==> config.mk <==
export PLATFORM = sky130hd
export DESIGN_NAME = hack_pc_unit
export DESIGN_NICKNAME = d
export VERILOG_FILES = /design/src/rtl/hack_pc_unit.sv
export SDC_FILE = /design/constraint.sdc
export NUM_CORES = 1
export LEC_CHECK = 0
export ABC_AREA = 1
export CORE_UTILIZATION = 50
export CTS_CLUSTER_DIAMETER = 100
export CTS_CLUSTER_SIZE = 24
export DETAILED_ROUTE_END_ITERATION = 10
export GPL_TIMING_DRIVEN = 0
export HOLD_SLACK_MARGIN = 0.03
export PLACE_DENSITY_LB_ADDON = 0.08
export SLEW_MARGIN = 10
export SYNTH_ARGS = -nofsm -noshare
export SYNTH_HDL_FRONTEND = slang
export SYNTH_SLANG_ARGS = --single-unit
==> constraint.sdc <==
create_clock -name clk -period 3.8 [get_ports clk]
set_input_delay 0.76 -clock clk [delete_from_list [all_inputs] [get_ports clk]]
set_output_delay 0.76 -clock clk [all_outputs]
set_load 0.1 [all_outputs]
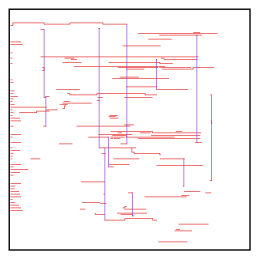
run_1/wires.png
Scale: 2 px per µm. Only two layers are drawn.
- metal 4: purple (wire length 356 µm)
- metal 3: red (wire length 1250 µm)
Tot GR Track Use: 0.277
vias post-DR: 5293
final wirelength: 18600 µm
Routed WL per cell: 19.1 µm

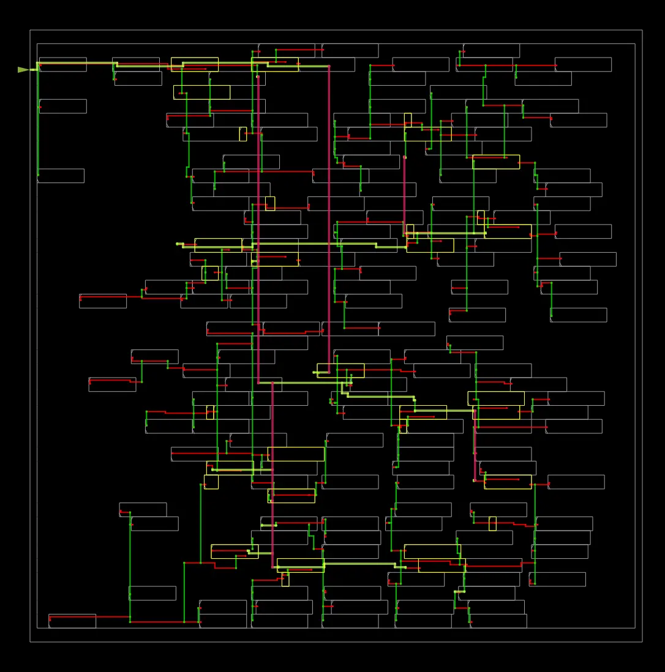
run_1/clocks.png
registers: 148
CLK BUF: 19

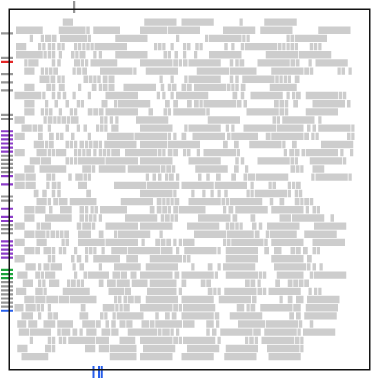
run_1/io_placement.png
Scale: 3 px per µm. Pins as bars across the die edge, other pins in gray.
- in: purple (pins 16; direction input; edge left)
- rst_n: red (pins 1; direction input; edge left)
- depth: blue (pins 4; direction output; edge 3 bottom, 1 left)
- jmp: green (pins 3; direction input; edge left)
IO Port Bufs: 48
Die X: 120 µm
chip height: 120 µm

==> impl_metrics.tcl, run 1 <==
# yosys + openroad results
set metrics [dict create \
    logic_gate_count 480 \
    pin_count 49 \
    mostFrequentLayoutCell "nand2_1" \
    cts_inserted_buffers 17 \
    period_needed_ns 3.68 \
    ys_cells 709 \
    final_nets 816 \
    drive_above_1_share 0.0941 \
    highest_layer "met4" \
    fp_nets 741 \
    setup_ws_ns 0.119 \
    wl_met2_um 8540 \
    dp_hpwl_um 12800 \
    crit_chain "buf_2 -> inv_2 -> buf_6 -> buf_4 -> ha_1 -> nand2_4 -> nor2_4 -> dlygate4sd2_1" \
    setup_viol 0 \
    crit_type "reg2out" \
    drc 0 \
    postRouteAntennaNets 0 \
    hold_depth 2 \
    area_growth_pct 21.0 \
    r2r_setup_slack_ns 0.46 \
    initCoreUtil 0.518 \
    fin_tns_setup_ns 0 \
    regArea_um2 4340 \
    postCtsHoldBufs 0 \
    cts-root-buf "clkbuf_16" \
    end_kind "output port" \
    placed_area_um2 7780 \
    clock-sinks 148 \
    cts_tree "built" \
    worstMarginPinSlew_ns 1.03 \
    hold_slack_ns 0.616 \
    sh_comb_area 0.263 \
    viasPerCell 5.44 \
    postCtsSetupBuffers 0 \
    ys_warn_count 0 \
    maxSlewViolCount 0 \
    rows 42 \
    antenna_found_initial 0 \
    grt_max_degree 21 \
    reg2regPathDepth 13 \
    pre_cts_slack_ns 0.301 \
    fin_area_um2 8370 \
    wl_met3_um 1250 \
    clock_area_frac 0.0713 \
    gp_congestion 0.918 \
    largest_reg_flops 128 \
    tap-cell-count 176 \
    fin_crit_sh 0.969 \
    fmax_mhz 272 \
    final_util 0.627 \
    warnings 27 \
    max-cap-violations 0 \
    dieArea_um2 14300 \
    cp-start-kind "flip-flop" \
    dp_cells 941 \
    core_area_um2 13300 \
    biggestCellCategory "sequential cells" \
    buf_share 0.0980 \
    drt-initial-drc-count 505 \
    crit_buf_inv 5 \
    most-common-layout-cells "nand2_1 (178), edfxtp_1 (128), nor2_1 (126)" \
    yosysChipArea_um2 6920 \
    n_fill_cell 1118 \
    first_global_vias 5110 \
    ys_seq_frac 0.628 \
    hold_violations 0 \
    min_path_type "reg2reg" \
    num_antenna_cells 0 \
    syn_area_um2 6920 \
    grt_use_met2 0.426 \
    overflow 0 \
    signal_buffers 87 \
    grt_pass1_wl_um 28600 \
    arrival_ns 2.92 \
    mi_logic_area_um2 2200 \
    dr.pass1.iters 5 \
    avgSynthCellArea_um2 9.76 \
    max-slew-margin-rel 0.309 \
    grt-busiest-layer "met2" \
    seq_share 0.519 \
    syn_inst 709 \
    ys_types 33 \
    htreeDepth 4 \
    cpPeakStageDelay_ns 0.88 \
    gr-usage-met3 0.0589 \
    clock_path_buffers 2 \
    worstPathRequired_ns 3.04 \
    clk_pin_slew_ns 0.06 \
    cp_slowest_cell "dlygate4sd2_1" \
    crit_cells 8 \
    fin_skew_ns 0.00719 \
    grt_use_met1 0.393 \
    layout.cells.non_filler 973 \
    status "completed" \
    ys_ff 148 \
    clock_latency_ns 0.42 \
    cp_max_fo 10 \
    critical_path.top_delay_family "buffers and inverters" \
    n_all_inverters 50 \
    met1_length_um 8420 \
    rsz0062_at_grt "false" \
]
-- run 1: kinds of logic (layout without fill, tap and decap cells) --
group / Yosys count / in the layout / synth area share
XOR/XNOR: 8 / 8 / 0.0101
AND-OR/OR-AND: 68 / 68 / 0.0523
adder cells (fa/ha/maj): 5 / 5 / 0.0101
flip-flops: 148 / 148 / 0.628
AND/OR/NAND/NOR: 399 / 399 / 0.243
buffers and inverters: 81 / 169 / 0.0568
-- run 1: what timing repair did --
action	CTS	global route
resized	2	0
hold endpoints to repair	0	0
endpoints found under the setup margin	2	0
-- run 1: cell usage after synthesis --
library cell,instances,area share
or2_1,1,0.00090
inv_2,2,0.0011
o211ai_1,5,0.0054
a21o_1,1,0.0011
edfxtp_1,128,0.56
buf_6,6,0.0098
buf_8,1,0.0022
xnor2_1,4,0.0051
a21oi_1,8,0.0058
dfrtp_1,20,0.072
clkbuf_1,8,0.0043
o21ai_1,3,0.0022
o21ai_2,1,0.0013
nor2_8,1,0.0029
nand3_2,2,0.0029
fa_1,1,0.0029
o21ai_0,49,0.035
nand2_4,1,0.0016
nand3b_1,3,0.0033
o21bai_1,1,0.0011
ha_1,4,0.0072
nand2_1,178,0.097
buf_4,5,0.0054
nor2_1,134,0.073
buf_2,11,0.0080
nand4_1,4,0.0036
nand3_1,67,0.048
xor2_1,4,0.0051
and2_1,3,0.0027
inv_1,48,0.026
nor3_2,1,0.0014
nor2_4,3,0.0049
nor2_2,1,0.00090
==> run 2: changes to the inputs <==
- CORE_UTILIZATION: 50 -> 59
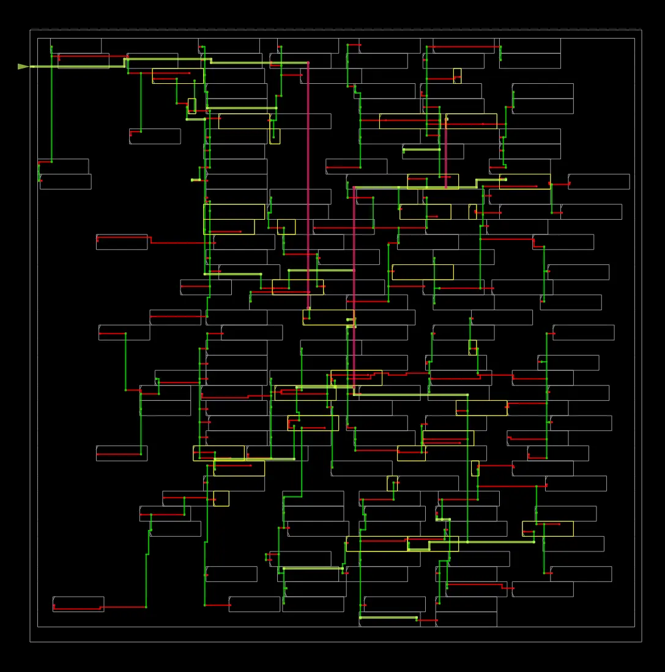
run_2/clocks.png
worst-skew pair later-pin latency: 0.41 ns

==> run 2 against run 1 <==
Utilization grew 10 points. Cell count fell by 3.4%. Clock skew rose by 0.0019 ns.
==> impl_metrics.tcl, run 2 <==
# yosys + openroad results
set metrics [dict create \
    largest_area_cell "edfxtp_1" \
    drc 0 \
    fin_tns_setup_ns 0 \
    syn_area_um2 6920 \
    cts_inserted_buffers 17 \
    antenna_found_initial 0 \
    cts-root-buf "clkbuf_16" \
    edf_count 128 \
    postCtsHoldBufs 0 \
    common_cells "nand2_1 (178), nor2_1 (134), edfxtp_1 (128)" \
    setup_viol 0 \
    fin_skew_ns 0.00908 \
    hold_depth 2 \
    period_needed_ns 3.67 \
    most-common-layout-cells "nand2_1 (178), edfxtp_1 (128), nor2_1 (126)" \
    pin_count 49 \
    ys_seq_frac 0.628 \
    overflow 0 \
    ys_ff 148 \
    grt_max_degree 21 \
    reg2regPathDepth 13 \
    grt_pass1_wl_um 27000 \
    drt-initial-drc-count 665 \
    fin_area_um2 8340 \
    cp-start-kind "flip-flop" \
    fin_crit_sh 0.966 \
    fp_nets 741 \
    avgSynthCellArea_um2 9.76 \
    htreeDepth 4 \
    area_growth_pct 20.6 \
    track_usage 0.316 \
    crit_type "reg2out" \
    synthAoiAreaFrac 0.0523 \
    fmax_mhz 272 \
    clock-sinks 148 \
    arrival_ns 2.91 \
    ys_cells 709 \
    hold_slack_ns 0.624 \
    wl_per_cell_um 19.1 \
    worstMarginPinSlew_ns 0.999 \
    r2r_setup_slack_ns 0.44 \
    core_area_um2 11400 \
    synth-simple-area-share 0.243 \
    min_path_type "reg2reg" \
    rows 39 \
    die_x_um 110 \
    final_nets 816 \
    cts_tree "built" \
    rsz0062_at_grt "false" \
    clk_pin_slew_ns 0.06 \
    drt_wl_total_um 18000 \
    logic_family "simple AND/OR/NAND/NOR gates" \
    vias 5457 \
    dr.pass1.iters 6 \
    largest_reg_flops 128 \
    top_area_frac 0.556 \
    postRouteAntennaNets 0 \
    die_y_um 110 \
    num_antenna_cells 0 \
    area_leaders "edfxtp_1 (56%), nand2_1 (9.7%), nor2_1 (7.3%)" \
    max-cap-violations 0 \
    initCoreUtil 0.606 \
    placed_area_um2 7710 \
    yosysChipArea_um2 6920 \
    ys_warn_count 0 \
    gp_congestion 0.988 \
    ys_types 33 \
    setup_ws_ns 0.128 \
    viasPerCell 5.81 \
    dieArea_um2 12200 \
    async_reset_ff_frac 0.135 \
    portBuffers 48 \
    maxSlewViolCount 0 \
    warnings 27 \
    pre_cts_slack_ns 0.295 \
    top_cell "nand2_1" \
    xor_area_frac 0.0101 \
    worstPathRequired_ns 3.04 \
    synthFlopType "edfxtp_1" \
    hold_violations 0 \
    status "completed" \
    mux_share 0 \
    max-slew-margin-rel 0.332 \
    ys_sh_adder 0.0101 \
    syn_inst 709 \
    clock_path_buffers 2 \
    drive_above_1_share 0.0979 \
    final_util 0.731 \
    dp_hpwl_um 12400 \
    end_kind "output port" \
    cp_max_fo 10 \
    first_global_vias 5168 \
]
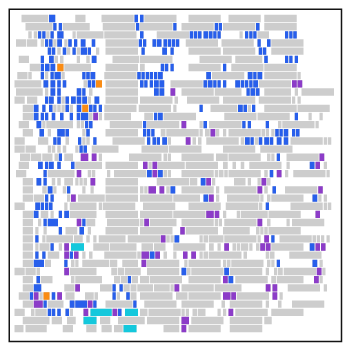
run_2/logic_types.png
Scale: 3 px per µm.
- nand cells: blue (cells 255; where spread over the die)
- aoi and oai cells: purple (cells 67)
- fa/ha/maj cells: cyan (cells 5; where lower left)
- and/or cells: orange (cells 4)
Commonest Layout Cell: nand2_1
Non-Filler Instances: 940
Comb/total area: 0.264

## run 2: worst max-delay path, stage by stage, from the launching register on
cell	delay, ns
dfrtp_1	0.43
buf_2	0.19
inv_2	0.08
buf_6	0.15
buf_4	0.20
ha_1	0.30
nand2_4	0.09
nor2_4	0.15
dlygate4sd2_1	0.89
## run 2: through the flow
step,instances
final,940
after global routing,940
after CTS,940
after detailed placement,908
after global placement,900
after floorplan,709
## run 2: routing by layer
metal	up-vias	GRT usage	part of all wire
met3	46	0.0629	0.099
met2	308	0.517	0.48
met1	2589	0.413	0.40
met4	0	0.131	0.025
li1	2514	-	-
met5	-	0	0
## run 2: logic make-up (layout without fill, tap and decap cells)
family                     Yosys count  after routing
and+or+nand+nor                    399            399
DFF                                148            148
buffers and inverters               81            169
AOI/OAI and AO/OA                   68             68
xor gates and xnor gates             8              8
adders and majority gates            5              5
## run 2: area by class of cell
type / count / area, µm²
buffer: 31 / 205
inverter: 50 / 188
multi-input combinational: 480 / 2200
fill: 814 / 3080
sequential: 148 / 4340
clock buffer: 22 / 454
tap: 143 / 179
timing repair buffer: 56 / 591
clock inverter: 10 / 180
## run 2: timing repair
item | in CTS | in global routing
hold endpoints to repair | 0 | 0
resized | 2 | 0
setup buffers | 0 | 0
endpoints found under the setup margin | 2 | 0
